`config.mk`:
```
export PLATFORM = sky130hd
export DESIGN_NAME = branch_predictor_2bit
export DESIGN_NICKNAME = d
export VERILOG_FILES = /design/src/rtl/branch_predictor_2bit.sv
export SDC_FILE = /design/constraint.sdc
export NUM_CORES = 2
export LEC_CHECK = 0
export CAP_MARGIN = 0
export CORE_ASPECT_RATIO = 1.1
export CORE_MARGIN = 2
export CORE_UTILIZATION = 35
export CTS_CLUSTER_SIZE = 12
export DETAILED_ROUTE_END_ITERATION = 12
export SETUP_SLACK_MARGIN = 0.02
export SLEW_MARGIN = 30
export SYNTH_ARGS = -nofsm -noshare
export SYNTH_HDL_FRONTEND = slang
export SYNTH_SLANG_ARGS = --single-unit
```
`constraint.sdc`:
```
create_clock -name clk_i -period 5.95 [get_ports clk_i]
set_input_delay 1.19 -clock clk_i [delete_from_list [all_inputs] [get_ports clk_i]]
set_output_delay 1.19 -clock clk_i [all_outputs]
set_load 0.05 [all_outputs]
```
`src/rtl/branch_predictor_2bit.sv`:
```
// Direct-mapped branch target buffer with 2-bit saturating direction counters.
// Combinational fetch lookup, EX-stage resolution, misprediction and perf counters.
module branch_predictor_2bit #(
   parameter int ENTRIES = 32,
   parameter int IDX_W   = 5
) (
   input  logic        clk_i,
   input  logic        rst_ni,
   input  logic [31:0] if_pc_i,
   output logic        pred_taken_o,
   output logic [31:0] pred_pc_o,
   input  logic        ex_valid_i,
   input  logic [31:0] ex_pc_i,
   input  logic        ex_is_branch_i,
   input  logic        ex_taken_i,
   input  logic [31:0] ex_target_i,
   input  logic        ex_pred_taken_i,
   input  logic [31:0] ex_pred_pc_i,
   output logic        mis_hit_o,
   output logic [31:0] redirect_pc_o,
   output logic [31:0] br_cnt_o,
   output logic [31:0] miss_cnt_o
);

   localparam int TAG_W = 30 - IDX_W;

   logic [ENTRIES-1:0] vld_q;
   logic [TAG_W-1:0]   tag_q [ENTRIES];
   logic [31:0]        tgt_q [ENTRIES];
   logic [1:0]         cnt_q [ENTRIES];

   logic [IDX_W-1:0] f_idx;
   logic [TAG_W-1:0] f_tag;
   logic             f_hit;

   logic [IDX_W-1:0] e_idx;
   logic [TAG_W-1:0] e_tag;
   logic             e_hit;
   logic             upd;
   logic [1:0]       cnt_nxt;

   assign f_idx = if_pc_i[IDX_W+1:2];
   assign f_tag = if_pc_i[31:IDX_W+2];
   assign e_idx = ex_pc_i[IDX_W+1:2];
   assign e_tag = ex_pc_i[31:IDX_W+2];

   // Reset gating keeps outputs quiet even while the table is being cleared.
   assign f_hit = rst_ni && vld_q[f_idx] && (tag_q[f_idx] == f_tag);
   assign e_hit = vld_q[e_idx] && (tag_q[e_idx] == e_tag);
   assign upd   = rst_ni && ex_valid_i && ex_is_branch_i;

   assign pred_taken_o = f_hit && cnt_q[f_idx][1];
   assign pred_pc_o    = pred_taken_o ? tgt_q[f_idx] : if_pc_i + 32'd4;

   always_comb begin
      mis_hit_o = 1'b0;
      if (rst_ni && ex_valid_i) begin
         if (ex_is_branch_i) begin
            mis_hit_o = (ex_taken_i != ex_pred_taken_i) ||
                        (ex_taken_i && (ex_target_i != ex_pred_pc_i));
         end else begin
            mis_hit_o = ex_pred_taken_i;
         end
      end
   end

   assign redirect_pc_o = (ex_is_branch_i && ex_taken_i) ? ex_target_i
                                                         : ex_pc_i + 32'd4;

   always_comb begin
      cnt_nxt = ex_taken_i ? 2'b10 : 2'b01;
      if (e_hit) begin
         cnt_nxt = cnt_q[e_idx];
         if (ex_taken_i && cnt_q[e_idx] != 2'b11) begin
            cnt_nxt = cnt_q[e_idx] + 2'b01;
         end else if (!ex_taken_i && cnt_q[e_idx] != 2'b00) begin
            cnt_nxt = cnt_q[e_idx] - 2'b01;
         end
      end
   end

   always_ff @(posedge clk_i or negedge rst_ni) begin
      if (!rst_ni) begin
         vld_q <= '0;
         for (int i = 0; i < ENTRIES; i++) begin
            tag_q[i] <= '0;
            tgt_q[i] <= '0;
            cnt_q[i] <= 2'b01;
         end
      end else if (upd) begin
         vld_q[e_idx] <= 1'b1;
         tag_q[e_idx] <= e_tag;
         cnt_q[e_idx] <= cnt_nxt;
         if (ex_taken_i) begin
            tgt_q[e_idx] <= ex_target_i;
         end
      end
   end

   always_ff @(posedge clk_i or negedge rst_ni) begin
      if (!rst_ni) begin
         br_cnt_o   <= '0;
         miss_cnt_o <= '0;
      end else begin
         if (upd && br_cnt_o != '1) begin
            br_cnt_o <= br_cnt_o + 32'd1;
         end
         if (ex_valid_i && mis_hit_o && miss_cnt_o != '1) begin
            miss_cnt_o <= miss_cnt_o + 32'd1;
         end
      end
   end

endmodule

```
### Ports around the boundary

Pins as bars across the die edge, other pins in gray.
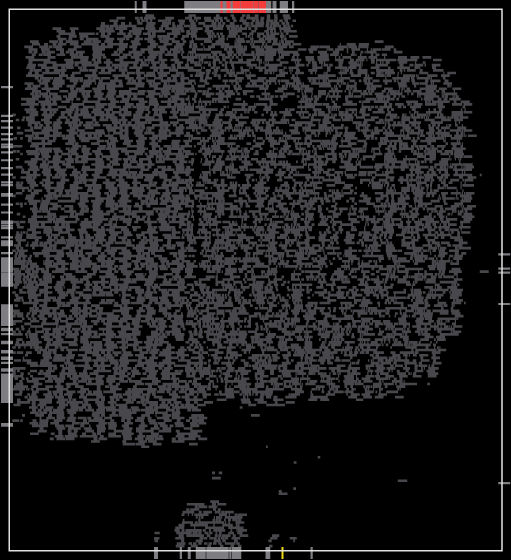
Key: yellow = `pred_taken_o` [pins 1, direction output, edge bottom]; red = `miss_cnt_o` [pins 32, direction output, edge top]
All pins by edge: 110 top, 101 left, 48 bottom, 5 right.

### Metal layers overlaid

Only two layers are drawn.
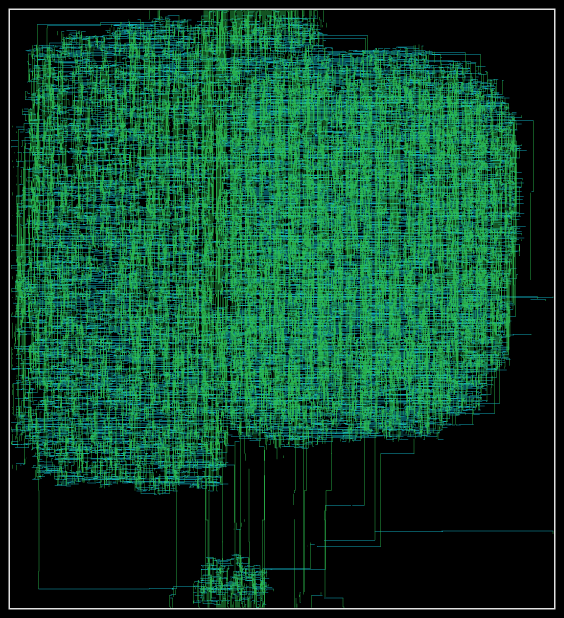
Key: cyan = met1 [wire length 151 mm]; green = met2 [wire length 186 mm]
vias post-DR: 76.8k
gr usage total: 28.5%

### Clock wiring as the flow saved it

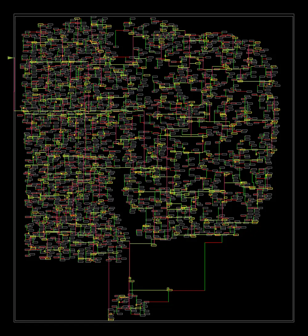
clock buffer count from CTS: 217
Final Skew: 120 ps
clock network power: 13.6 mW
registers: 1984
clk latency late pin: 930 ps

[registers in the layout, summed over array words and instances (netlist names)]
name and flops:
tgt_q 1024, cnt_q 64, vld_q 32, tag_q 800
br_cnt_o 32, miss_cnt_o 32
[power by group]
group	leakage, nW	total, mW	internal [mW]	switching [mW]
sequential	27.1	15.1	14.4	0.710
combinational	26.5	4.37	1.89	2.49
clock	3.41	13.6	7.85	5.77
total	57.0	33.1	24.1	8.97
[synthesized netlist by cell type, drive strengths merged (16+ instances only)]
master | number | area share (%)
nand2 | 2503 | 9.5
dfrtp | 1952 | 49
mux2 | 1059 | 12
mux4 | 545 | 12
mux2i | 447 | 4.5
clkbuf | 443 | 1.7
buf | 300 | 1.5
o22ai | 192 | 1.2
nor2 | 125 | 0.47
o21ai | 108 | 0.55
xor2 | 104 | 0.92
xnor2 | 80 | 0.71
nand3 | 72 | 0.36
nor4 | 58 | 0.39
nand2b | 38 | 0.24
a22oi | 37 | 0.28
a31oi | 37 | 0.23
and3 | 34 | 0.21
o31ai | 33 | 0.25
dfstp | 32 | 0.85
nand4 | 32 | 0.20
a21oi | 31 | 0.17
nor3 | 22 | 0.11
inv | 21 | 0.080
and2 | 18 | 0.11
o221ai | 18 | 0.16
a211oi | 17 | 0.14
a221oi | 16 | 0.14
[timing repair]
action / CTS / global route
gates resized: 88 / 52
setup endpoints to repair: 33 / 33
hold buffers: 0 / 0
setup buffers: 14 / 28
cloned: 6 / 1
pin swaps: 16 / 18
[layer usage]
metal / vias up / share of wire, %
met5: - / 0.017
met4: 10 / 8.5
met3: 1513 / 11
met2: 4930 / 44
met1: 39600 / 36
li1: 30700 / -
[worst max-delay path: cells and delay by family]
kind	cells	cell delay [ps]
simple gates	3	1110
buf+inv	8	1450
mux	2	760
compound gates	3	430
==> summary.txt <==
Antenna Cells: 17
CP arrival: 4960 ps
initial DRC count: 9997
status: complete, but fails checks
power per cell area: 280 nW/um2
Logic Gate Count: 5775
register area: 49700 um2
fin crit share: 103%
layout cells sized above 1: 31.8%
Post-Route WL: 418 mm
Buffers on Ports: 263
Unique cell types: 75
Multiplexer share: 28.9%
clk sinks: 1984
nets@finish: 9058
Hold Crit Class: input port to asynchronous set/reset pin
post-synthesis compound-gate area fraction: 3.64%
worst reg2reg path depth: 12
Worst setup SP type: input port
FP Core Util: 35.2%
Slew HR: 24.1%
CTS tree: yes
max incr delay on CP: 550 ps
number of enable flip-flop cells: 0
via/cell ratio: 6.01
Adders+Majority by Area: 0.114%
core footprint: 281000 um2
Die H: 562 um
CP max-delay cell: or4bb_4
yosys stat chip area: 99100 um2
Total Power: 33.1 mW
Die ar.: 287000 um2
clk_buf instances: 295
met3 Track Usage GR: 7.65%
root buf cell: clkbuf_16
Fill cells: 26.1k
I/O pins: 264
met1 usage: 35.2%
Top logic family: multiplexers
Setup CP Type: input port to primary output
Chip Width: 511 um
post-route cell area: 118000 um2
H-tree levels: 4
vias in the first global route: 77.2k
Comb area share: 40.0%
Max Slew Vio Count: 0
GPL Wtd Cong: 0.975
Top cell by count, worst path: buf_12
Core Rows: 204
DRC violations left: 0
Signal buffers: 915
unrepaired setup endpoints after global routing: yes
Commonest flop: dfrtp_1
max_cap viols: 0
largest net degree at the start of global routing: 192
hold_ws: 162 ps
grt peak-use layer: met2
initial antenna violation count: 37
fraction of area in non-clock buffers: 8.04%
fin cells: 12.8k
Synth Area in XOR/XNOR: 1.63%
Top cell excl fill/tap: nand2_1
Worst Path Required: 4760 ps
Crit. End Element: primary output
CTS clk-pin slew, worst paths: 60 ps
ys cells: 8524
clock tree buffer depth: 4
Seq cells post-synth: 1984
most numerous logic cells after layout: 2440 x nand2_1, 1952 x dfrtp_1, 1057 x mux2_2, 545 x mux4_2, 540 x buf_4
remaining antenna violation count: 0
ClkCell Share: 5.85%
crit-path cells: bufbuf_16 -> buf_8 -> mux4_2 -> a22oi_2 -> nand4_1 -> buf_4 -> a21oi_2 -> o211ai_1 -> or4bb_4 -> nor4_4 -> buf_12 -> buf_12 -> buf_12 -> mux2i_4 -> buf_4 -> buf_12
Basic Gates by Area: 12.3%
fin util: 42.0%
Signal inverters: 22
first-pass GRT wire length: 589 mm
placed instance count: 12.4k
leak pwr: 57.0 nW
drt wl/cell: 32.7 um
crit path max fanout: 7
endpoints failing hold: 0
dominant class by area: flip-flops and latches
Area growth syn-to-layout: 19.2%
Final setup viols: 32
setup ws final: -204 ps
reg2reg setup slack: 2000 ps
Worst Setup SP: if_pc_i[2]
Crit Reg-Reg Startpoint: tag_q[502]
Place WS: -703 ps
maximum vdd drop: 0.000266 V
Post-Syn Area: 99100 um2
DP Wirelength: 254 mm
Synth Seq Share: 50.2%
post-synthesis average cell area: 11.6 um2
n_taps: 3708
GR Overflow Total: 0
Yosys warning total: 0
Seq area share: 42.1%
fraction of registers with async set/reset: 100%
Floorplan Nets: 8667
met2 GRT Util: 43.3%
Syn Inst Count: 8524
setup TNS: -3830 ps
worst slew pin tran: 1130 ps
Fmax: 163 MHz
DP Area: 110000 um2
OpenROAD warning count: 48
Reg2Reg Capture Point: cnt_q[25]
Initial DRT Pass Iterations: 8
crit path time final: 6150 ps
capture point of the worst path: pred_pc_o[24]
failing checks: negative setup slack
Logic cell area: 47200 um2
Power is estimated from default activity; no workload was simulated.
